<file path="src/rtl/sccb_target.sv">
// Purpose:      SCCB target (camera-side responder) with an internal 8-bit register file.
// Latency:      ACK/read bits driven 1 sccb_clk after the filtered SIO_C falling edge;
//               reg_wr pulses 1 sccb_clk after the 8th data-bit rising edge.
// Backpressure: none; the bus master owns all timing and SIO_C is never stretched.
// Ports:
//   sccb_clk, sccb_reset      sole clock, synchronous active-high reset
//   pwdn                      1 = ignore bus, release SIO_D, hold FSM in IDLE
//   sio_c_in, sio_d_in        raw (asynchronous) pad inputs
//   sio_d_oe                  1 = pull SIO_D low
//   reg_wr/reg_waddr/reg_wdata  one-cycle register-write report
//   busy                      START seen, STOP not yet seen
//   nack_cnt                  saturating count of ID mismatches
module sccb_target #(
  parameter logic [6:0] DEV_ID   = 7'h21,
  parameter int         NUM_REGS = 256,
  parameter int         FILT_LEN = 3
) (
  input  logic       sccb_clk,
  input  logic       sccb_reset,
  input  logic       pwdn,
  input  logic       sio_c_in,
  input  logic       sio_d_in,
  output logic       sio_d_oe,
  output logic       reg_wr,
  output logic [7:0] reg_waddr,
  output logic [7:0] reg_wdata,
  output logic       busy,
  output logic [7:0] nack_cnt
);

  localparam int          AW     = (NUM_REGS > 1) ? $clog2(NUM_REGS) : 1;
  localparam int          CW     = (FILT_LEN > 1) ? $clog2(FILT_LEN) : 1;
  localparam int unsigned NREG_U = NUM_REGS;

  typedef enum logic [3:0] {
    IDLE, ID, ID_ACK, SUB, SUB_ACK, WDATA, WD_ACK, RD, RD_NA, SKIP
  } state_t;

  // ---------------------------------------------------------------------------
  // Input conditioning. Index 0 is SIO_C, index 1 is SIO_D. Both lines idle
  // high, so the pipeline resets to 1 to avoid a phantom edge after reset.
  // A filtered line only follows its synced input once the new value has
  // been seen for FILT_LEN consecutive cycles.
  // ---------------------------------------------------------------------------
  logic [1:0]    sync1, sync2, filt, filt_q;
  logic [CW-1:0] fcnt [2];

  always_ff @(posedge sccb_clk) begin
    if (sccb_reset) begin
      sync1  <= 2'b11;
      sync2  <= 2'b11;
      filt   <= 2'b11;
      filt_q <= 2'b11;
      for (int i = 0; i < 2; i++) fcnt[i] <= '0;
    end else begin
      sync1  <= {sio_d_in, sio_c_in};
      sync2  <= sync1;
      filt_q <= filt;
      for (int i = 0; i < 2; i++) begin
        if (sync2[i] == filt[i]) begin
          fcnt[i] <= '0;
        end else if (fcnt[i] == CW'(FILT_LEN - 1)) begin
          filt[i] <= sync2[i];
          fcnt[i] <= '0;
        end else begin
          fcnt[i] <= fcnt[i] + CW'(1);
        end
      end
    end
  end

  logic scl_f, sda_f, scl_rise, scl_fall, sda_rise, sda_fall, start, stop;
  assign scl_f    = filt[0];
  assign sda_f    = filt[1];
  assign scl_rise =  filt[0] & ~filt_q[0];
  assign scl_fall = ~filt[0] &  filt_q[0];
  assign sda_rise =  filt[1] & ~filt_q[1];
  assign sda_fall = ~filt[1] &  filt_q[1];
  assign start    = sda_fall & scl_f;
  assign stop     = sda_rise & scl_f;

  // ---------------------------------------------------------------------------
  // Register file. Its only write source is the registered reg_wr report,
  // so storage updates one cycle after the pulse is visible on the ports.
  // ---------------------------------------------------------------------------
  logic [7:0] regs [NUM_REGS];
  logic [7:0] ptr;
  logic       ptr_ok, waddr_ok;
  logic [7:0] rd_byte;

  assign ptr_ok   = 32'(ptr) < NREG_U;
  assign waddr_ok = 32'(reg_waddr) < NREG_U;
  assign rd_byte  = ptr_ok ? regs[ptr[AW-1:0]] : 8'h00;

  always_ff @(posedge sccb_clk) begin
    if (sccb_reset) begin
      for (int i = 0; i < NUM_REGS; i++) regs[i] <= 8'h00;
    end else if (reg_wr && waddr_ok) begin
      regs[reg_waddr[AW-1:0]] <= reg_wdata;
    end
  end

  // ---------------------------------------------------------------------------
  // Protocol FSM.
  // bit_cnt counts SIO_C rising edges within the current byte. Every ACK
  // state is entered with bit_cnt=8: the first falling edge there starts the
  // ACK drive, the 9th rise moves bit_cnt to 9, and the falling edge after
  // that ends the ACK slot.
  // ---------------------------------------------------------------------------
  state_t     state, state_nx;
  logic [3:0] bit_cnt, bit_cnt_nx;
  logic [7:0] shift, shift_nx, ptr_nx, in_byte;
  logic [7:0] waddr_nx, wdata_nx, nack_nx;
  logic       oe_nx, busy_nx, wr_nx;

  assign in_byte = {shift[6:0], sda_f};

  always_ff @(posedge sccb_clk) begin
    if (sccb_reset) begin
      state     <= IDLE;
      bit_cnt   <= 4'd0;
      shift     <= 8'h00;
      ptr       <= 8'h00;
      sio_d_oe  <= 1'b0;
      busy      <= 1'b0;
      reg_wr    <= 1'b0;
      reg_waddr <= 8'h00;
      reg_wdata <= 8'h00;
      nack_cnt  <= 8'h00;
    end else begin
      state     <= state_nx;
      bit_cnt   <= bit_cnt_nx;
      shift     <= shift_nx;
      ptr       <= ptr_nx;
      sio_d_oe  <= oe_nx;
      busy      <= busy_nx;
      reg_wr    <= wr_nx;
      reg_waddr <= waddr_nx;
      reg_wdata <= wdata_nx;
      nack_cnt  <= nack_nx;
    end
  end

  always_comb begin
    state_nx   = state;
    bit_cnt_nx = bit_cnt;
    shift_nx   = shift;
    ptr_nx     = ptr;
    oe_nx      = sio_d_oe;
    busy_nx    = busy;
    wr_nx      = 1'b0;
    waddr_nx   = reg_waddr;
    wdata_nx   = reg_wdata;
    nack_nx    = nack_cnt;

    if (pwdn) begin
      state_nx   = IDLE;
      bit_cnt_nx = 4'd0;
      oe_nx      = 1'b0;
      busy_nx    = 1'b0;
    end else if (start) begin
      // Also a repeated START: any partially received byte is dropped.
      state_nx   = ID;
      bit_cnt_nx = 4'd0;
      oe_nx      = 1'b0;
      busy_nx    = 1'b1;
    end else if (stop) begin
      state_nx   = IDLE;
      bit_cnt_nx = 4'd0;
      oe_nx      = 1'b0;
      busy_nx    = 1'b0;
    end else begin
      unique case (state)
        IDLE, SKIP: begin
          oe_nx = 1'b0;
        end

        ID, SUB, WDATA: begin
          if (scl_rise) begin
            shift_nx   = in_byte;
            bit_cnt_nx = bit_cnt + 4'd1;
            if (bit_cnt == 4'd7) begin
              if (state == ID) begin
                if (in_byte[7:1] == DEV_ID) begin
                  state_nx = ID_ACK;
                end else begin
                  state_nx = SKIP;
                  if (nack_cnt != 8'hFF) nack_nx = nack_cnt + 8'd1;
                end
              end else if (state == SUB) begin
                ptr_nx   = in_byte;
                state_nx = SUB_ACK;
              end else begin
                wr_nx    = 1'b1;
                waddr_nx = ptr;
                wdata_nx = in_byte;
                state_nx = WD_ACK;
              end
            end
          end
        end

        ID_ACK, SUB_ACK, WD_ACK: begin
          if (scl_rise) begin
            bit_cnt_nx = 4'd9;
          end else if (scl_fall) begin
            if (bit_cnt == 4'd8) begin
              oe_nx = 1'b1;
            end else begin
              oe_nx      = 1'b0;
              bit_cnt_nx = 4'd0;
              if (state == ID_ACK) begin
                // shift still holds the ID byte; bit 0 is R/W.
                if (shift[0]) begin
                  state_nx = RD;
                  shift_nx = rd_byte;
                  oe_nx    = ~rd_byte[7];
                end else begin
                  state_nx = SUB;
                end
              end else if (state == SUB_ACK) begin
                state_nx = WDATA;
              end else begin
                state_nx = SKIP;
              end
            end
          end
        end

        RD: begin
          if (scl_rise) begin
            bit_cnt_nx = bit_cnt + 4'd1;
          end else if (scl_fall) begin
            if (bit_cnt == 4'd8) begin
              oe_nx    = 1'b0;
              state_nx = RD_NA;
            end else begin
              // shift[6] is the next bit to present once the byte shifts.
              shift_nx = {shift[6:0], 1'b0};
              oe_nx    = ~shift[6];
            end
          end
        end

        RD_NA: begin
          // Master NA (1) or a tolerated ACK (0); either way the read ends.
          if (scl_rise) state_nx = SKIP;
        end

        default: begin
          state_nx = IDLE;
          oe_nx    = 1'b0;
        end
      endcase
    end
  end

endmodule

</file>
<file path="config.mk">
export PLATFORM = sky130hd
export DESIGN_NAME = sccb_target
export DESIGN_NICKNAME = d
export VERILOG_FILES = /design/src/rtl/sccb_target.sv
export SDC_FILE = /design/constraint.sdc
export NUM_CORES = 2
export LEC_CHECK = 0
export CORE_MARGIN = 8
export CORE_UTILIZATION = 69
export DETAILED_ROUTE_END_ITERATION = 6
export DONT_BUFFER_PORTS = 1
export MAX_ROUTING_LAYER = met4
export PLACE_DENSITY = 0.88
export SLEW_MARGIN = 20
export SYNTH_ARGS = -nofsm -noshare
export SYNTH_HDL_FRONTEND = slang
export SYNTH_SLANG_ARGS = --single-unit
</file>
<file path="constraint.sdc">
create_clock -name sccb_clk -period 7.5 [get_ports sccb_clk]
set_input_delay 1.125 -clock sccb_clk [delete_from_list [all_inputs] [get_ports sccb_clk]]
set_output_delay 1.125 -clock sccb_clk [all_outputs]
set_load 0.05 [all_outputs]
</file>
==> reports/notes.md <==
In this run the register-to-register setup slack is 2.56 ns. The run gives 14.6 µm² for the per-instance average area after synthesis. Remaining number of nets flagged by the antenna check after routing: 0. During I/O placement, the number of pins put on the boundary was 32.

For the via count of the first global-routing pass, the log shows 59.5k. Per the OpenROAD power report, switching power amounts to 5270 µW. The count of placed standard cells in the final layout, fillers left out came out at 8559. The logs give 202 MHz for the peak clock frequency supported by timing and 4 for the number of levels the H-tree was split into.

Per the skew report, the later register of the worst-skew pair sees a clock latency of 0.87 ns. The number of flops mapped to enable cells by yosys is 2052, and the aoi/oai-family share of the synthesized area is 3.64%. After Yosys synthesis, full adders, half adders and majority gates account for 0.0893% of the synthesized area.

For the number of placement rows, the log shows 138. The flow ran to the end, but the final reports show violations. The average detailed-routed wire length per instance came out at 33.2 µm.

The clock passes through at most 3 buffers. The number of remaining DRC errors came out at 1. The sum of internal, switching and leakage power was 24900 µW.

TritonCTS built the clock tree. The class of the tightest hold or removal check is in -> reg. The instance count after placement with tap cells included is 8169. Per the Yosys statistics, synthesis produced 6714 cells. The prevailing post-synth register cell is sky130_fd_sc_hd__edfxtp_1. Before placement the cells fill 69.4% of the core. OpenROAD reports that the post-layout worst path occupies 65.9% of the period. The run gives 7.22 for the average via count per standard cell.

Entering global routing, the biggest net connects 192 pins. The final reports fail on design-rule violations. The chip area line in the Yosys stat output reads 0.0981 mm².
==> per-layer routing <==
metal | up-vias | global-route usage [%] | wire [µm]
met3 | 1142 | 11.8 | 44900
met5 | - | - | 0
met2 | 5692 | 54.5 | 127000
met1 | 30494 | 47.3 | 90500
li1 | 24449 | - | -
met4 | 0 | 22.0 | 22100
==> critical path, stage by stage, from the launching register on <==
cell	delay, ns
sky130_fd_sc_hd__dfxtp_4	1.06
sky130_fd_sc_hd__buf_12	0.40
sky130_fd_sc_hd__buf_4	0.59
sky130_fd_sc_hd__mux4_2	0.58
sky130_fd_sc_hd__a22o_1	0.24
sky130_fd_sc_hd__a221oi_1	0.44
sky130_fd_sc_hd__o22ai_1	0.16
sky130_fd_sc_hd__a211oi_1	0.86
sky130_fd_sc_hd__or4_1	0.26
sky130_fd_sc_hd__a211oi_1	0.08
==> through the flow <==
stage / hold slack [ns] / setup slack, ns / util, %
detailed placement: 0.396 / 2.63 / 70.1
finish: 0.338 / 2.56 / 74.9
global route: 0.315 / 2.48 / 74.9
global placement: 0.401 / 2.55 / 70.1
floorplan: 0.389 / 3.75 / -
CTS: 0.298 / 2.73 / 74.9
==> area by class of cell <==
class                   instances  area, µm²
inverters                      19       76.3
multi-input cells            4010      32600
well taps                    1890       2360
clock buffers                 252       5340
repair buffers                133       1160
fillers                      7639      35500
diodes                         13       32.5
clock inverters               124       1370
flip-flops and latches       2118      63000
==> cells in the final DEF (no fill, tap or decap), types with 17 or more instances in the layout <==
cell,n
sky130_fd_sc_hd__a211oi_1,19
sky130_fd_sc_hd__a21oi_1,66
sky130_fd_sc_hd__a22o_1,17
sky130_fd_sc_hd__a22oi_1,83
sky130_fd_sc_hd__and2_1,1901
sky130_fd_sc_hd__and3_1,157
sky130_fd_sc_hd__buf_4,120
sky130_fd_sc_hd__bufinv_16,22
sky130_fd_sc_hd__clkbuf_1,43
sky130_fd_sc_hd__clkbuf_16,204
sky130_fd_sc_hd__clkinv_1,44
sky130_fd_sc_hd__clkinv_2,36
sky130_fd_sc_hd__dfxtp_1,52
sky130_fd_sc_hd__edfxtp_1,2052
sky130_fd_sc_hd__mux2i_1,103
sky130_fd_sc_hd__mux4_2,491
sky130_fd_sc_hd__nand2_1,140
sky130_fd_sc_hd__nand2b_1,21
sky130_fd_sc_hd__nand3_1,89
sky130_fd_sc_hd__nand4_1,25
sky130_fd_sc_hd__nor2_1,318
sky130_fd_sc_hd__nor2b_1,25
sky130_fd_sc_hd__nor3_1,31
sky130_fd_sc_hd__o21ai_0,110
sky130_fd_sc_hd__o21ai_1,177
sky130_fd_sc_hd__o22ai_1,27
==> registers in the layout (all words and copies together) (netlist names), named ones only <==
signal     count
sync2          2
reg_waddr      8
shift          7
fcnt           4
reg_wdata      8
sio_d_oe       1
filt_q         2
state          4
filt           2
ptr            8
reg_wr         1
busy           1
regs        2048
bit_cnt        4
sync1          2
nack_cnt       8
==> cells by family (layout without fill, tap and decap cells) <==
group                    Yosys count  count (layout)
AND/OR/NAND/NOR                 2784            2784
other                              1              17
multiplexers                     619             619
flip-flops                      2118            2118
XOR/XNOR                           9               9
AND-OR/OR-AND                    587             587
adder cells (fa/ha/maj)            7               7
buffers and inverters            589             528
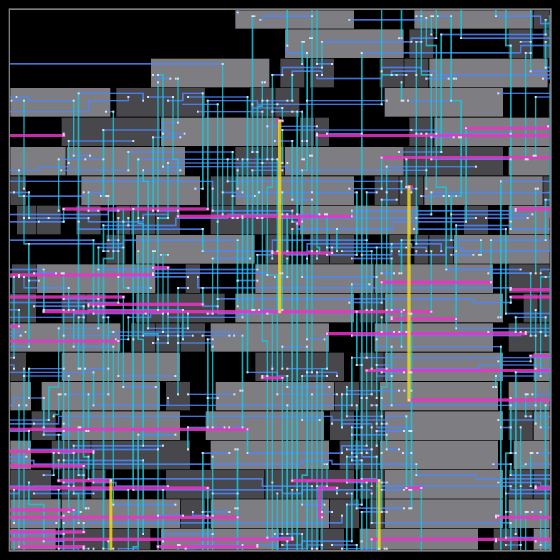
(close-up of the layout)
Region (73, 270) to (123, 320) µm. Cells in grey, sequential cells in the stronger grey; small squares are vias.
legend:
  met3:
    colour: magenta
  met4:
    colour: yellow
  met2:
    colour: cyan
  met1:
    colour: blue
cells with their middle in the window: 114
most frequent: and2_1 (44), edfxtp_1 (41), mux4_2 (6)
netlist names of flops here include: `regs` (41)
sequential cells in the window: 41

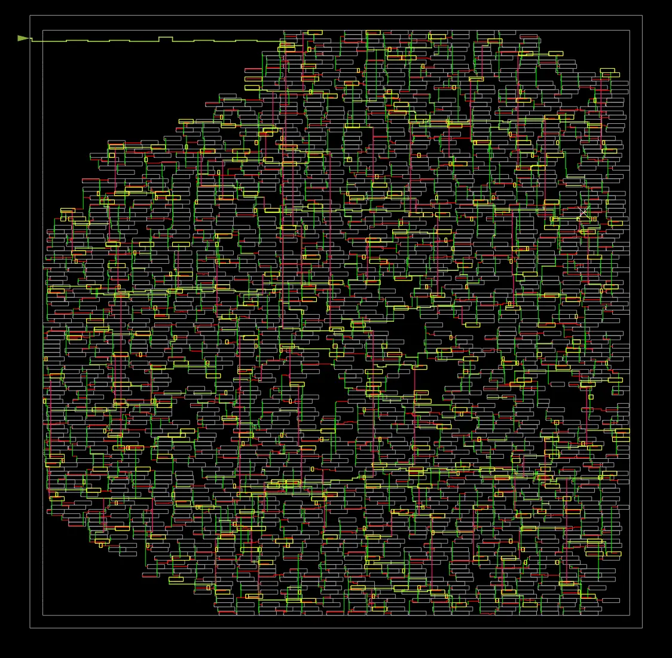
(clock wiring as the flow saved it)
number of sequential storage elements: 2118
number of clock sinks seen by CTS: 2118
number of buffers created by CTS: 202
# clk buffers: 252

Power figures rest on the tool's default switching activity, not on a simulated workload.
